$ cat src/rtl/alu_sequencer.sv
// alu_sequencer: registered request/response wrapper around a combinational
// 8-bit ALU. One request is accepted in IDLE, and its operands are held on the
// ALU for one EXEC cycle. The result and flags are captured at the end of that
// cycle and then offered downstream from DONE. A persistent flag register
// supplies the carry-in for chained multi-precision adds.
module alu_sequencer #(
  parameter int DATA_WIDTH = 8
) (
  input  logic                  clk,
  input  logic                  rst,
  // upstream request
  input  logic                  req_valid_i,
  output logic                  req_ready_o,
  input  logic [DATA_WIDTH-1:0] req_a_i,
  input  logic [DATA_WIDTH-1:0] req_b_i,
  input  logic [3:0]            req_op_i,
  input  logic                  req_chain_i,
  // ALU side
  output logic [DATA_WIDTH-1:0] alu_a_o,
  output logic [DATA_WIDTH-1:0] alu_b_o,
  output logic [3:0]            alu_op_o,
  output logic [3:0]            alu_iflags_o,
  input  logic [DATA_WIDTH-1:0] alu_y_i,
  input  logic [3:0]            alu_oflags_i,
  // downstream response
  output logic                  rsp_valid_o,
  input  logic                  rsp_ready_i,
  output logic [DATA_WIDTH-1:0] rsp_y_o,
  output logic [3:0]            rsp_flags_o,
  output logic                  rsp_err_o,
  output logic [3:0]            flags_o
);

  // Flag bit order is {V,N,C,Z}; only the carry position is ever rewritten.
  localparam int FLAG_C = 1;

  localparam logic [3:0] OP_ADD = 4'b0000;
  localparam logic [3:0] OP_SUB = 4'b0001;
  localparam logic [3:0] OP_AND = 4'b0011;
  localparam logic [3:0] OP_OR  = 4'b0100;
  localparam logic [3:0] OP_XOR = 4'b0110;

  typedef enum logic [1:0] {
    IDLE = 2'd0,
    EXEC = 2'd1,
    DONE = 2'd2
  } state_e;

  state_e                state_q, state_d;
  logic [DATA_WIDTH-1:0] alu_a_q, alu_b_q;
  logic [3:0]            alu_op_q;
  logic                  chain_q;
  logic                  legal_q;
  logic [DATA_WIDTH-1:0] rsp_y_q;
  logic [3:0]            rsp_flags_q;
  logic                  rsp_err_q;
  logic [3:0]            flags_q;

  logic                  req_legal;
  logic                  carry_in;
  logic                  accept;

  // State register.
  always_ff @(posedge clk or posedge rst) begin
    // NOTE: sequential state uses non-blocking assignments so every register
    // samples its pre-edge inputs, independent of statement order.
    if (rst) state_q <= IDLE;
    else     state_q <= state_d;
  end

  // Next-state and handshake decode; both handshakes depend on state only.
  always_comb begin
    // NOTE: every output gets a default up front, so no path through the case
    // leaves a variable unassigned and no latch is inferred.
    state_d     = state_q;
    req_ready_o = 1'b0;
    rsp_valid_o = 1'b0;
    unique case (state_q)
      IDLE: begin
        // Reads 0 while reset is held, 1 as soon as it is released.
        req_ready_o = !rst;
        if (req_valid_i) state_d = EXEC;
      end
      EXEC: state_d = DONE;
      DONE: begin
        rsp_valid_o = 1'b1;
        if (rsp_ready_i) state_d = IDLE;
      end
      default: state_d = IDLE;
    endcase
  end

  // Classify the incoming opcode so EXEC only has to consult one bit.
  always_comb begin
    req_legal = 1'b0;
    unique case (req_op_i)
      OP_ADD, OP_SUB, OP_AND, OP_OR, OP_XOR: req_legal = 1'b1;
      default:                               req_legal = 1'b0;
    endcase
  end

  assign accept   = (state_q == IDLE) && req_valid_i;
  // The stored carry feeds only a chained Add; Sub and logic ops always see 0.
  assign carry_in = chain_q && (alu_op_q == OP_ADD) && flags_q[FLAG_C];

  // Operand capture in IDLE and result/flag capture at the end of EXEC.
  always_ff @(posedge clk or posedge rst) begin
    if (rst) begin
      alu_a_q     <= '0;
      alu_b_q     <= '0;
      alu_op_q    <= '0;
      chain_q     <= 1'b0;
      legal_q     <= 1'b0;
      rsp_y_q     <= '0;
      rsp_flags_q <= '0;
      rsp_err_q   <= 1'b0;
      flags_q     <= '0;
    end else begin
      if (accept) begin
        alu_a_q  <= req_a_i;
        alu_b_q  <= req_b_i;
        alu_op_q <= req_op_i;
        chain_q  <= req_chain_i;
        legal_q  <= req_legal;
      end
      if (state_q == EXEC) begin
        if (legal_q) begin
          rsp_y_q     <= alu_y_i;
          rsp_flags_q <= alu_oflags_i;
          flags_q     <= alu_oflags_i;
          rsp_err_q   <= 1'b0;
        end else begin
          // The ALU drives X for unknown opcodes, so none of it is sampled.
          rsp_y_q     <= '0;
          rsp_flags_q <= flags_q;
          rsp_err_q   <= 1'b1;
        end
      end
    end
  end

  assign alu_a_o      = alu_a_q;
  assign alu_b_o      = alu_b_q;
  assign alu_op_o     = alu_op_q;
  assign alu_iflags_o = {flags_q[3:2], carry_in, flags_q[0]};
  assign rsp_y_o      = rsp_y_q;
  assign rsp_flags_o  = rsp_flags_q;
  assign rsp_err_o    = rsp_err_q;
  assign flags_o      = flags_q;

endmodule

$ cat config.mk
export PLATFORM = sky130hd
export DESIGN_NAME = alu_sequencer
export DESIGN_NICKNAME = d
export VERILOG_FILES = /design/src/rtl/alu_sequencer.sv
export SDC_FILE = /design/constraint.sdc
export NUM_CORES = 1
export LEC_CHECK = 0
export ABC_AREA = 0
export ABC_CLOCK_PERIOD_IN_PS = 1600
export CAP_MARGIN = 20
export CORE_ASPECT_RATIO = 1.1
export CORE_MARGIN = 2
export CORE_UTILIZATION = 39
export DETAILED_ROUTE_END_ITERATION = 10
export MAX_ROUTING_LAYER = met4
export PLACE_DENSITY = 0.79
export SLEW_MARGIN = 20
export SYNTH_ARGS = -nofsm -noshare
export SYNTH_HDL_FRONTEND = slang
export SYNTH_SLANG_ARGS = --single-unit
$ cat constraint.sdc
create_clock -name clk -period 1.6 [get_ports clk]
set_clock_uncertainty 0.05 [all_clocks]
set_input_delay 0.48 -clock clk [delete_from_list [all_inputs] [get_ports clk]]
set_output_delay 0.48 -clock clk [all_outputs]
set_load 0.1 [all_outputs]
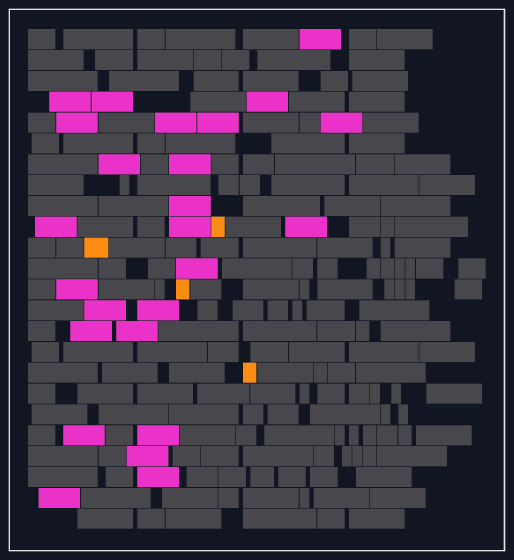
*Logic cells by family*
legend:
  orange:
    family: aoi and oai cells
    cells: 4
    where: centre
  magenta:
    family: mux cells
    cells: 25
most frequent logic cell in the layout: buf_12
Comb area share: 0.198
Non-Filler Instances: 262

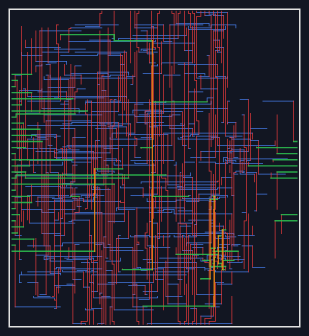
*Wiring by layer*
legend:
  green:
    layer: metal 3
    wire_length: 379 microns
  orange:
    layer: metal 4
    wire_length: 127 microns
  red:
    layer: metal 2
    wire_length: 2,920 microns
  blue:
    layer: metal 1
    wire_length: 1,840 microns
total track usage: 0.201
DR WL/cell: 20.1 microns
final wirelength: 5270 microns
vias post-DR: 1,308

==> run notes <==
run results: Startpoint Class=flip-flop, EDFF count, synth=0, sequential cell area share=0.293, yosys stat area=0.00157 sq mm, yosys warning tally=0, register share after synthesis=0.592, Rel. slew slack=0.730, post-CTS sizing=4, Iteration-0 DRC Markers=46, Signal inverters=4, Filler Cell Count=190, placer congestion estimate=0.761, Setup WS post-layout=-0.317 ns, Die Ht=70.4 microns, DRT Pass-1 Iters=4, R2R Path Start=state_q[1], GR Util met2=0.353, top cell category=non-clock buffers, chip area=0.00454 sq mm, OpenROAD warning count=29, Nets=246, final instance area=0.00322 sq mm, worst reg2reg path endpoint=chain_q, mux share=0.189, slowest stage cell, crit path=dfrtp_4, n_taps=52, Clock Sinks=37, root buf cell=clkbuf_8, aoi share=0.0200, Crit path buffers/inverters=1, antenna violation net count after detailed routing=0, top comb family, area=multiplexers, metal2 WL=2920 microns, Core Region=0.00390 sq mm, CP required=1.07 ns, DR WL met3=378 microns, met1 usage=0.202, max-slew violations=0, failing checks=negative setup slack, Hold Path Origin=rsp_y_o[1], sum of negative setup slack=-2.13 ns, drt drc=0, Place WS=-0.331 ns, Syn Area/Cell=13.5 sq um, Worst EP arrival=1.39 ns, GRT overflow=0, run status=complete, but fails checks, H-tree depth=2, top layer in use=met4, RSZ-0062 raised after global routing=yes, vias per inst=4.99, Post-CTS Setup Bufs=2, Yosys top cell by area=dfrtp_1, Flop area=943 sq um, clock buffer count=7, CTS tree=built, Min Clock Period, post-route=1.92 ns, I/O Pins=80, Setup violations, final=27, PortBufs=79, Worst Setup EP=alu_iflags_o[1], xor/xnor share of the synthesized area=0, Layout area overhead=105%
